### src/rtl/fsk_symbol_framer_if.sv
// Byte stream into the FSK symbol framer: valid/ready handshake with an
// end-of-frame marker.
interface fsk_symbol_framer_if;
    logic [7:0] s_data;
    logic       s_last;
    logic       s_valid;
    logic       s_ready;

    modport master (output s_data, output s_last, output s_valid, input s_ready);
    modport slave  (input s_data, input s_last, input s_valid, output s_ready);
endinterface

### src/rtl/fsk_symbol_framer.sv
// Buffers bytes, slices them MSB-first into k-bit symbols and drives the
// M-FSK modulator's tone index / start pair with sync, preamble and hold timing.
module fsk_symbol_framer #(
    parameter int unsigned SAMPLES_PER_SYMBOL = 64,
    parameter int unsigned SYNC_LENGTH        = 10,
    parameter int unsigned PREAMBLE_SYMS      = 4,
    parameter int unsigned FIFO_DEPTH         = 8
) (
    input  logic                 clk,
    input  logic                 reset,
    fsk_symbol_framer_if.slave   s,
    input  logic [1:0]           mode,
    output logic [3:0]           tone_idx,
    output logic                 start,
    output logic                 busy,
    output logic                 sym_strobe,
    output logic                 underrun
);
    localparam int unsigned AW        = $clog2(FIFO_DEPTH);
    localparam int unsigned SYNC_CLKS = SYNC_LENGTH + 2;
    localparam int unsigned TMAX      = (SAMPLES_PER_SYMBOL > SYNC_CLKS) ? SAMPLES_PER_SYMBOL : SYNC_CLKS;
    localparam int unsigned TW        = $clog2(TMAX);
    localparam int unsigned PW        = (PREAMBLE_SYMS > 1) ? $clog2(PREAMBLE_SYMS) : 1;
    localparam logic [TW-1:0] SYM_LAST  = TW'(SAMPLES_PER_SYMBOL - 1);
    localparam logic [TW-1:0] SYNC_LAST = TW'(SYNC_CLKS - 1);
    localparam logic [PW-1:0] PRE_LAST  = PW'(PREAMBLE_SYMS - 1);

    typedef enum logic [2:0] {ST_IDLE, ST_SYNC, ST_PREAMBLE, ST_DATA, ST_TAIL} state_t;

    // Byte FIFO, entries are {last, data}
    logic [8:0]    mem_q [FIFO_DEPTH];
    logic [AW-1:0] wr_ptr_q, wr_ptr_d, rd_ptr_q, rd_ptr_d;
    logic [AW:0]   fifo_cnt_q, fifo_cnt_d;
    logic          full_q, full_d;
    logic          fifo_wr, fifo_rd, fifo_empty;
    logic [8:0]    fifo_head;

    state_t        state_q, state_d;
    logic [TW-1:0] timer_q, timer_d;
    logic [PW-1:0] pre_cnt_q, pre_cnt_d;
    logic [1:0]    mode_q, mode_d;
    logic [15:0]   buf_q, buf_d;
    logic [4:0]    bcnt_q, bcnt_d;
    logic          last_seen_q, last_seen_d;
    logic [3:0]    tone_q, tone_d;
    logic          start_q, start_d;
    logic          strobe_q, strobe_d;
    logic          underrun_q, underrun_d;

    logic [4:0]    k;
    logic [3:0]    sym_tone;
    logic          take_sym;
    logic [23:0]   ins;

    assign s.s_ready  = !full_q;
    assign fifo_wr    = s.s_valid && !full_q;
    assign fifo_empty = (fifo_cnt_q == '0);
    assign fifo_head  = mem_q[rd_ptr_q];

    assign k        = 5'd4 - {3'b000, mode_q};
    // Top k bits already sit at the tone MSBs; masking the rest is the s << (4-k) map.
    assign sym_tone = buf_q[15:12] & (4'hF << mode_q);

    assign tone_idx   = tone_q;
    assign start      = start_q;
    assign busy       = (state_q != ST_IDLE);
    assign sym_strobe = strobe_q;
    assign underrun   = underrun_q;

    always_ff @(posedge clk) begin
        if (fifo_wr) begin
            mem_q[wr_ptr_q] <= {s.s_last, s.s_data};
        end
    end

    always_comb begin
        state_d     = state_q;
        timer_d     = timer_q + TW'(1);
        pre_cnt_d   = pre_cnt_q;
        mode_d      = mode_q;
        buf_d       = buf_q;
        bcnt_d      = bcnt_q;
        last_seen_d = last_seen_q;
        tone_d      = tone_q;
        start_d     = 1'b0;
        strobe_d    = 1'b0;
        underrun_d  = underrun_q;
        take_sym    = 1'b0;
        fifo_rd     = 1'b0;
        ins         = '0;

        case (state_q)
            ST_IDLE: begin
                tone_d  = '0;
                timer_d = '0;
                if (!fifo_empty) begin
                    state_d     = ST_SYNC;
                    start_d     = 1'b1;
                    mode_d      = mode;
                    underrun_d  = 1'b0;
                    last_seen_d = 1'b0;
                    buf_d       = '0;
                    bcnt_d      = '0;
                end
            end
            ST_SYNC: begin
                if (timer_q == SYNC_LAST) begin
                    timer_d = '0;
                    if (PREAMBLE_SYMS == 0) begin
                        take_sym = 1'b1;
                    end else begin
                        state_d   = ST_PREAMBLE;
                        pre_cnt_d = '0;
                        tone_d    = '0;
                        strobe_d  = 1'b1;
                    end
                end else if (PREAMBLE_SYMS == 0 && (bcnt_q >= k || last_seen_q)) begin
                    tone_d = sym_tone;
                end
            end
            ST_PREAMBLE: begin
                if (timer_q == SYM_LAST) begin
                    timer_d = '0;
                    if (pre_cnt_q == PRE_LAST) begin
                        take_sym = 1'b1;
                    end else begin
                        pre_cnt_d = pre_cnt_q + PW'(1);
                        tone_d    = {4{pre_cnt_d[0]}};
                        strobe_d  = 1'b1;
                    end
                end
            end
            ST_DATA: begin
                if (timer_q == SYM_LAST) begin
                    timer_d  = '0;
                    take_sym = 1'b1;
                end
            end
            ST_TAIL: begin
                if (timer_q == SYM_LAST) begin
                    timer_d = '0;
                    state_d = ST_IDLE;
                    tone_d  = '0;
                end
            end
            default: state_d = ST_IDLE;
        endcase

        // A symbol taken with last_seen and no more than k bits left is the
        // final (zero-padded) one, so a byte-aligned frame never adds a pad symbol.
        if (take_sym) begin
            strobe_d = 1'b1;
            state_d  = ST_DATA;
            if (bcnt_q >= k || last_seen_q) begin
                tone_d = sym_tone;
                buf_d  = buf_q << k;
                bcnt_d = (bcnt_q >= k) ? bcnt_q - k : '0;
                if (last_seen_q && bcnt_q <= k) begin
                    state_d = ST_TAIL;
                end
            end else begin
                tone_d     = '0;
                underrun_d = 1'b1;
            end
        end

        if (state_q != ST_IDLE && !last_seen_q && bcnt_q <= 5'd8 && !fifo_empty) begin
            fifo_rd = 1'b1;
            ins     = {fifo_head[7:0], 16'h0000} >> bcnt_d;
            buf_d   = buf_d | ins[23:8];
            bcnt_d  = bcnt_d + 5'd8;
            if (fifo_head[8]) begin
                last_seen_d = 1'b1;
            end
        end

        wr_ptr_d   = wr_ptr_q + AW'(fifo_wr);
        rd_ptr_d   = rd_ptr_q + AW'(fifo_rd);
        fifo_cnt_d = fifo_cnt_q + (AW+1)'(fifo_wr) - (AW+1)'(fifo_rd);
        full_d     = (fifo_cnt_d == (AW+1)'(FIFO_DEPTH));
    end

    always_ff @(posedge clk or posedge reset) begin
        if (reset) begin
            state_q     <= ST_IDLE;
            timer_q     <= '0;
            pre_cnt_q   <= '0;
            mode_q      <= '0;
            buf_q       <= '0;
            bcnt_q      <= '0;
            last_seen_q <= 1'b0;
            tone_q      <= '0;
            start_q     <= 1'b0;
            strobe_q    <= 1'b0;
            underrun_q  <= 1'b0;
            wr_ptr_q    <= '0;
            rd_ptr_q    <= '0;
            fifo_cnt_q  <= '0;
            full_q      <= 1'b0;
        end else begin
            state_q     <= state_d;
            timer_q     <= timer_d;
            pre_cnt_q   <= pre_cnt_d;
            mode_q      <= mode_d;
            buf_q       <= buf_d;
            bcnt_q      <= bcnt_d;
            last_seen_q <= last_seen_d;
            tone_q      <= tone_d;
            start_q     <= start_d;
            strobe_q    <= strobe_d;
            underrun_q  <= underrun_d;
            wr_ptr_q    <= wr_ptr_d;
            rd_ptr_q    <= rd_ptr_d;
            fifo_cnt_q  <= fifo_cnt_d;
            full_q      <= full_d;
        end
    end
endmodule

### src/flat_wrapper.sv
// flat-port wrapper written by rule: the top's interface ports become plain ports
module fsk_symbol_framer_flat 
#(
    parameter int unsigned SAMPLES_PER_SYMBOL = 64,
    parameter int unsigned SYNC_LENGTH        = 10,
    parameter int unsigned PREAMBLE_SYMS      = 4,
    parameter int unsigned FIFO_DEPTH         = 8
)
  (clk, reset, mode, tone_idx, start, busy, sym_strobe, underrun, s_s_data, s_s_last, s_s_valid, s_s_ready);
  fsk_symbol_framer_if s_i ();
  input  logic clk;
  input  logic reset;
  input  logic [1:0] mode;
  output logic [3:0] tone_idx;
  output logic start;
  output logic busy;
  output logic sym_strobe;
  output logic underrun;
  input wire logic [$bits(s_i.s_data)-1:0] s_s_data;
  input wire logic [$bits(s_i.s_last)-1:0] s_s_last;
  input wire logic [$bits(s_i.s_valid)-1:0] s_s_valid;
  output wire logic [$bits(s_i.s_ready)-1:0] s_s_ready;
  assign s_i.s_data = s_s_data;
  assign s_i.s_last = s_s_last;
  assign s_i.s_valid = s_s_valid;
  assign s_s_ready = s_i.s_ready;
  fsk_symbol_framer #(.SAMPLES_PER_SYMBOL(SAMPLES_PER_SYMBOL), .SYNC_LENGTH(SYNC_LENGTH), .PREAMBLE_SYMS(PREAMBLE_SYMS), .FIFO_DEPTH(FIFO_DEPTH)) u_core (.clk(clk), .reset(reset), .s(s_i), .mode(mode), .tone_idx(tone_idx), .start(start), .busy(busy), .sym_strobe(sym_strobe), .underrun(underrun));
endmodule
### config.mk
export PLATFORM = sky130hd
export DESIGN_NAME = fsk_symbol_framer_flat
export DESIGN_NICKNAME = d
export VERILOG_FILES = /design/src/rtl/fsk_symbol_framer_if.sv /design/src/rtl/fsk_symbol_framer.sv /design/src/flat_wrapper.sv
export SDC_FILE = /design/constraint.sdc
export NUM_CORES = 1
export LEC_CHECK = 0
export CAP_MARGIN = 40
export CORE_ASPECT_RATIO = 0.75
export CORE_UTILIZATION = 50
export CTS_CLUSTER_DIAMETER = 80
export CTS_CLUSTER_SIZE = 14
export DETAILED_ROUTE_END_ITERATION = 6
export GPL_TIMING_DRIVEN = 0
export PLACE_DENSITY_LB_ADDON = 0.05
export SYNTH_ARGS = -nofsm -noshare
export SYNTH_HDL_FRONTEND = slang
export SYNTH_SLANG_ARGS = --single-unit
### constraint.sdc
create_clock -name clk -period 4.1 [get_ports clk]
set_clock_uncertainty 0.1 [all_clocks]
set_input_delay 0.615 -clock clk [delete_from_list [all_inputs] [get_ports clk]]
set_output_delay 0.615 -clock clk [all_outputs]
set_load 0.005 [all_outputs]
Run 1, clock network drawn from the DEF:
Scale: 3 px per um.
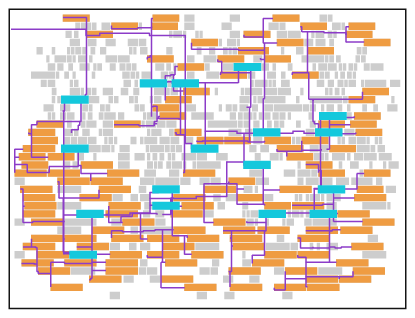
purple -> clock wires  # length 1640 um
orange -> flip-flops  # count 125
cyan -> cells driving clock nets  # count 17
routed clock nets = 18
flops lie = all over the die

Run 1, signal wires on met3:
Scale: 2 px per um. Cells faint in the background.
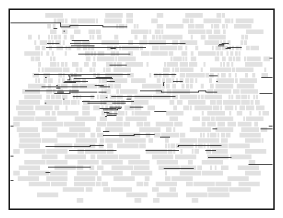
longest straight run = 57.5 um
wire length on this layer = 859 um

Run 1, congestion heat map:
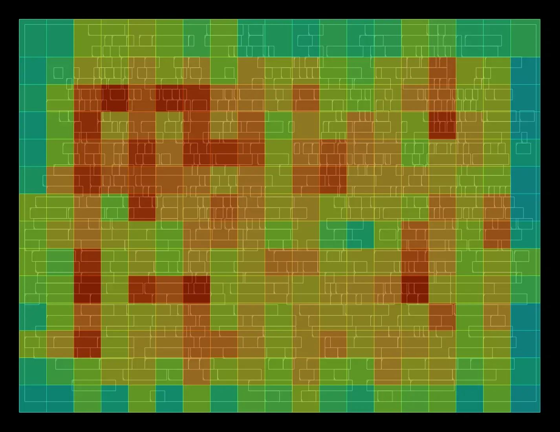
GR Util met1: 36.2%
met2 Use GR: 34.5%
fin util: 61.1%
Top Usage Layer GRT: met1

==> results_slide.txt, run 1 <==
Synthesis and Place & Route Summary

Status
  • Status: completed

STA
  • Slew @ Worst Pin: 0.791 ns
  • Final Hold Fails: 0
  • RSZ-0062 raised after global routing: false
  • Crit share post-route: approximately 96%
  • Fin worst setup slack: between 0.15 and 0.2 ns
  • Fin. max-slew vios: 0
  • Slew headroom: 47.3%
  • Min Clock Period, post-route: between 3 and 4 ns
  • Fin Setup TNS: 0 ns

Cells and area
  • # nets final: 601
  • Flip-flops: around 130
  • Combinational Gates: approximately 340
  • Flop share of the area: between 40% and 50%
  • Reg with most FFs: u_core.mem_q
  • Max reg flops: 72
  • Layout cells sized above 1: about 17%
  • Logic share of the area: a little over a third
  • Area taken by multi-input logic gates: approximately 0.0027 mm^2
  • Commonest Layout Cell: edfxtp_1
  • Sequential cell area: approximately 0.0035 mm^2
  • Clock Buffer Count: 18
  • Data buffer area share: slightly below 6%
  • Area-dominant class: sequential cells
  • Fin area: 0.00752 mm^2
  • Diode count: 0
  • Layout area overhead: 19.3%
  • Most frequent cells in the layout: edfxtp_1 (72), dfrtp_1 (52), nor2_1 (39), mux2i_1 (36), nand2_1 (32)
  • Clock-cell share: 8.14%
  • Filler cell count: around 1000

Logic synthesis
  • Avg Cell Area, Syn: roughly 12 um^2
  • AO/OA Area Share: 12.8%
  • Flip-flops with a built-in enable: approximately 72
  • Top area contributor share: around 34%
  • Dominant cell type by area after synthesis: edfxtp_1
  • Yosys top cell by instances: edfxtp_1
  • Cells after Synth: ~520
  • Ys flop type: edfxtp_1
  • XOR-XNOR Cells, Area Fraction: 1.53%
  • Floorplan Nets: between 500 and 600
  • Simple-Gate Fraction of Synth Area: approximately 11%
  • Post-Syn Area: 0.00630 mm^2
  • Async SR Flop Fraction: a little over two fifths
  • Biggest area cells: edfxtp_1 (34%), dfrtp_1 (21%), mux2i_1 (6.2%)
  • Synthesis area per yosys: 0.00630 mm^2
  • Synthesis-stage register bit count: around 130
  • Synth logic family: AND-OR/OR-AND gates
  • Portion of netlist area occupied by mux cells: 12.3%
  • Post-Synth Adder-Cell Area: 3.49%
  • Post-synth seq share: a little under three fifths
  • Yosys cell types: around 63

Clock tree
  • PostCTS Resize Cnt: 5
  • H-tree levels: 4
  • CTS buffer count: 17
  • Root Buffer: clkbuf_16
  • Post-CTS repair timing setup buffer count: 0
  • Sink Count: around 130
  • Clock buffer depth: 2
  • Clk latency late pin: ~0.4 ns

Setup path
  • Reg2reg path depth: 13
  • WP data required: 4.34 ns
  • FF-to-FF End: u_core.buf_q[0]$_DFF_PP0_
  • Top cell by count, worst path: ha_1
  • WS Path Type: flip-flop to flip-flop
  • Bufs and invs on worst path: 4
  • Critical path depth in cells: 13
  • Max stage delay on crit path: roughly 0.57 ns
  • Setup crit end: u_core.buf_q[0]$_DFF_PP0_
  • WP data arrival: roughly 4.2 ns
  • CP Max Fanout: 13
  • CP Cell Sequence: inv_4 > ha_1 > clkinvlp_4 > ha_1 > or3_1 > a211o_1 > o21ai_4 > a32o_1 > buf_2 > clkbuf_4 > mux2i_2 > mux2i_1 > o21ai_1
  • CP max stage cell: dfrtp_4
  • Critical Path Source: u_core.mode_q[0]$_DFFE_PP0P_
  • Flop2flop setup slack: about 0.18 ns
  • Endpoint class of the critical path: flip-flop
  • Startpoint types: flip-flop

Route
  • Metal2 WL: about 6300 um
  • # DRC: 0
  • DR vias/cell: roughly 5.9
  • Via count: approximately 4400
  • DRT Pass-1 Iters: 5
  • WL met1: ~7100 um
  • Met3 WL: about 860 um
  • WL final: about 14000 um
  • DR top layer: met4
  • Routed Antenna Nets: 0
  • Routed wire length per instance: roughly 19 um

Floorplanning
  • Core area: 0.0123 mm^2
  • Die H: between 90 and 100 um
  • Die X: 132 um
  • Chip area: 0.0131 mm^2
  • Tap Count: about 170
  • Row count: 35
  • IO Pins: 23
  • Floorplan utilization: 51.2%

Pwr
  • Logic pwr share: 32.0%
  • Biggest consumer: registers
  • P_comb: between 1.5 and 2 mW
  • Max IR drop VDD: about 0.00035 V
  • P_seq: 1.77 mW
  • Reported clock group power: around 1.6 mW
  • Switching share of power: around 34%
  • Clock network power share: approximately a third
  • NetSw: between 1.5 and 2 mW
  • Cell Pwr Density: 651 mW/mm^2

Placement
  • # placed instances: about 720
  • Placer Congestion: between 0.9 and 1
  • DP Area: around 0.007 mm^2
  • Port bufs: 22
  • DP HPWL: between 10000 and 15000 um
  • Worst slack, placed: -0.815 ns

Global route
  • Maximum number of pins on one net before global-route repair: 33
  • Vias in the first global route: between 4000 and 5000
  • GRT Total Usage: between 20% and 30%
  • Met3 Track Usage GR: roughly 5.4%
  • Total gr overflow: 0
  • First-pass GRT wire length: ~24000 um

Min path
  • WHS Path Cells: 1
  • Hold EP: u_core.timer_q[0]$_DFF_PP0_
  • Worst hold start: u_core.timer_q[0]$_DFF_PP0_
  • Worst min path class: flip-flop to flip-flop

Job
  • Log Warnings: 28
  • Max Cap Viol: 0
Run 1, routed metal, one color a layer:
Scale: 2 px per um.
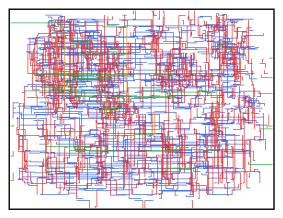

==> inputs of run 2 (changes only) <==
--- a/config.mk
+++ b/config.mk
@@ -6,8 +6,10 @@
 export NUM_CORES = 1
 export LEC_CHECK = 0
 export CAP_MARGIN = 40
+export CELL_PAD_IN_SITES_DETAIL_PLACEMENT = 0
+export CELL_PAD_IN_SITES_GLOBAL_PLACEMENT = 1
 export CORE_ASPECT_RATIO = 0.75
-export CORE_UTILIZATION = 50
+export CORE_UTILIZATION = 45
 export CTS_CLUSTER_DIAMETER = 80
 export CTS_CLUSTER_SIZE = 14
 export DETAILED_ROUTE_END_ITERATION = 6
Run 2, routed metal, one color a layer:
Scale: 2 px per um.
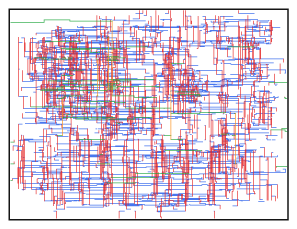
orange -> met4  # wire length 163 um
blue -> met1  # wire length 7460 um
red -> met2  # wire length 6520 um
green -> met3  # wire length 787 um

Run 2, sequential cells colored by netlist name:
Scale: 2 px per um. Other sequential cells in the stronger gray, the rest of the logic in the fainter gray.
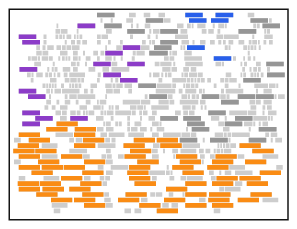
orange -> u_core.mem_q  # placed flops 72
purple -> u_core.buf_q  # placed flops 16
blue -> u_core.timer_q  # placed flops 6

==> run 2 against run 1 <==
The run now ends with DRC left. First-iteration DRC count down 6.0%. Die area increased by 11%. Maximum frequency up 1.1%. Power is 1.2% lower. Sequential power hardly changed. Final area up 0.47%. Register-to-register slack better by 0.04 ns. Worst setup slack improved by 0.041 ns. Core utilization is 6.0 points lower. Highest routed layer unchanged.
==> results_slide.txt, run 2 <==
Synthesis and Place & Route Summary

Global route
  • Vias in the first global route: 4340 (-2.3%)
  • Met2 Use GR: 30.6% (-3.9 points)
  • Met3 Track Usage GR: 5.34% (-0.011 points)
  • GR Util met1: 33.3% (-2.9 points)
  • Total gr overflow: 0 (unchanged)
  • First-pass GRT wire length: 24000 um (+0.55%)

Cells and area
  • Fin area: 0.00755 mm^2 (+0.47%)
  • Max reg flops: 72 (unchanged)
  • Largest registers: u_core.mem_q: 72 flops, u_core.buf_q: 16 flops, u_core.timer_q: 6 flops
  • Clock Buffer Count: 17 (-1)
  • Reg with most FFs: u_core.mem_q
  • Data buffer area share: 6.41% (+0.60 points)
  • Area-dominant class: sequential cells
  • Filler cell count: 1207 (+24%)
  • Layout cells sized above 1: 18.5% (+1.0 points)
  • Clock-cell share: 7.54% (-0.60 points)
  • Diode count: 0 (unchanged)
  • # nets final: 607 (+1.0%)
  • Layout area overhead: 19.8%
  • Most frequent cells in the layout: edfxtp_1 (72), dfrtp_1 (52), nor2_1 (38), mux2i_1 (36), nand2_1 (32)
  • Flip-flops: 125 (unchanged)
  • Sequential cell area: 0.00349 mm^2 (about the same)
  • Flop share of the area: 46.2% (-0.25 points)
  • Commonest Layout Cell: edfxtp_1
  • Area taken by multi-input logic gates: 0.00268 mm^2 (+0.89%)
  • Combinational Gates: 340 (unchanged)
  • Logic share of the area: 35.5% (+0.15 points)
  • Fin util: 55.1% (-6.0 points)

Logic synthesis
  • Ys flop type: edfxtp_1
  • Synthesis area per yosys: 0.00630 mm^2 (unchanged)
  • Biggest area cells: edfxtp_1 (34%), dfrtp_1 (21%), mux2i_1 (6.2%)
  • Flip-flops with a built-in enable: 72 (unchanged)
  • Cells after Synth: 518 (unchanged)
  • AO/OA Area Share: 12.8% (unchanged)
  • Yosys top cell by instances: edfxtp_1
  • Top area contributor share: 34.3% (unchanged)
  • Synth logic family: AND-OR/OR-AND gates
  • Async SR Flop Fraction: 42.4% (unchanged)
  • Synthesis-stage register bit count: 125 (unchanged)
  • Dominant cell type by area after synthesis: edfxtp_1
  • Floorplan Nets: 549 (unchanged)
  • Post-Syn Area: 0.00630 mm^2 (unchanged)
  • XOR-XNOR Cells, Area Fraction: 1.53% (unchanged)
  • Simple-Gate Fraction of Synth Area: 11.2% (unchanged)
  • Post-Synth Adder-Cell Area: 3.49% (unchanged)
  • Portion of netlist area occupied by mux cells: 12.3% (unchanged)

Pwr
  • Clock network power share: 30.0% (-1.8 points)
  • NetSw: 1.74 mW (+5.0%)
  • Biggest consumer: registers
  • Logic pwr share: 33.4% (+1.4 points)
  • P_comb: 1.62 mW (+4%)
  • Max IR drop VDD: 0.000293 V (-16%)
  • Switching share of power: 36.1% (+2.1 points)
  • Reported clock group power: 1.45 mW (-7%)
  • Cell Pwr Density: 640 mW/mm^2 (-1.6%)

Setup path
  • Bufs and invs on worst path: 5 (+1)
  • WP data arrival: 4.05 ns (-0.11 ns)
  • FF-to-FF End: u_core.buf_q[1]$_DFF_PP0_
  • Setup crit end: u_core.buf_q[1]$_DFF_PP0_
  • Critical Path Source: u_core.mode_q[0]$_DFFE_PP0P_
  • Critical path depth in cells: 15 (+2)
  • Flop2flop setup slack: 0.22 ns (+0.04 ns)
  • Max stage delay on crit path: 0.46 ns (-0.11 ns)
  • CP Max Fanout: 10 (-3)
  • WS Path Type: flip-flop to flip-flop
  • Startpoint types: flip-flop
  • Reg2reg path depth: 15 (+2)
  • Endpoint class of the critical path: flip-flop
  • CP max stage cell: dfrtp_2
  • CP Cell Sequence: inv_1 > clkbuf_4 > ha_1 > clkinv_2 > ha_2 > and2_1 > a211oi_4 > a311oi_4 > a31oi_4 > buf_6 > mux2i_4 > mux2i_1 > mux2i_2 > buf_4 > o221ai_1

STA
  • Final Hold Fails: 0 (unchanged)
  • Slew headroom: 46.1% (-1.2 points)
  • Slew @ Worst Pin: 0.808 ns (+0.0175 ns)
  • Fin Setup TNS: 0 ns (unchanged)
  • Crit share post-route: 94.6% (-1.0 points)
  • Min Clock Period, post-route: 3.88 ns (-0.0411 ns)
  • Fin worst setup slack: 0.222 ns (+0.0411 ns)

Placement
  • Worst slack, placed: -0.883 ns (-0.0677 ns)
  • Port bufs: 22 (unchanged)
  • DP Area: 0.00685 mm^2 (+0.20%)
  • DP HPWL: 10600 um (+2.0%)
  • # placed instances: 725 (+1.3%)

Floorplanning
  • Floorplan utilization: 46.0% (-5.2 points)
  • Core area: 0.0137 mm^2 (+11%)
  • Chip area: 0.0145 mm^2 (+11%)
  • IO Pins: 23 (unchanged)
  • Die H: 105 um (+5.3%)
  • Row count: 37 (+5.7%)
  • Die X: 139 um (+5.3%)
  • Tap Count: 175 (+5.4%)

Job
  • Max Cap Viol: 0 (unchanged)
  • Log Warnings: 27 (-3.6%)

Route
  • DRT Pass-1 Iters: 7 (+2)
  • WL final: 14900 um (+3.2%)
  • Routed Antenna Nets: 0 (unchanged)
  • Via count: 4411 (-0.23%)
  • # DRC: 5 (+5)
  • Metal2 WL: 6520 um (+3.2%)
  • DR vias/cell: 5.77 (-2.2%)
  • Met3 WL: 786 um (-8.4%)
  • WL met1: 7460 um (+5.0%)
  • Routed wire length per instance: 19.5 um (+1.1%)
  • DR top layer: met4

Clock tree
  • Root Buffer: clkbuf_16
  • CTS buffer count: 17 (unchanged)
  • Clk latency late pin: 0.41 ns (about the same)
  • TritonCTS clock tree: built
  • H-tree levels: 4 (unchanged)
  • Sink Count: 125 (unchanged)

Min path
  • Hold EP: u_core.timer_q[0]$_DFF_PP0_
  • Worst hold start: u_core.timer_q[0]$_DFF_PP0_
  • WHS Path Cells: 1 (unchanged)

Status
  • Failing checks: DRC
  • Status: finished, violations left
Power is estimated from default activity; no workload was simulated.
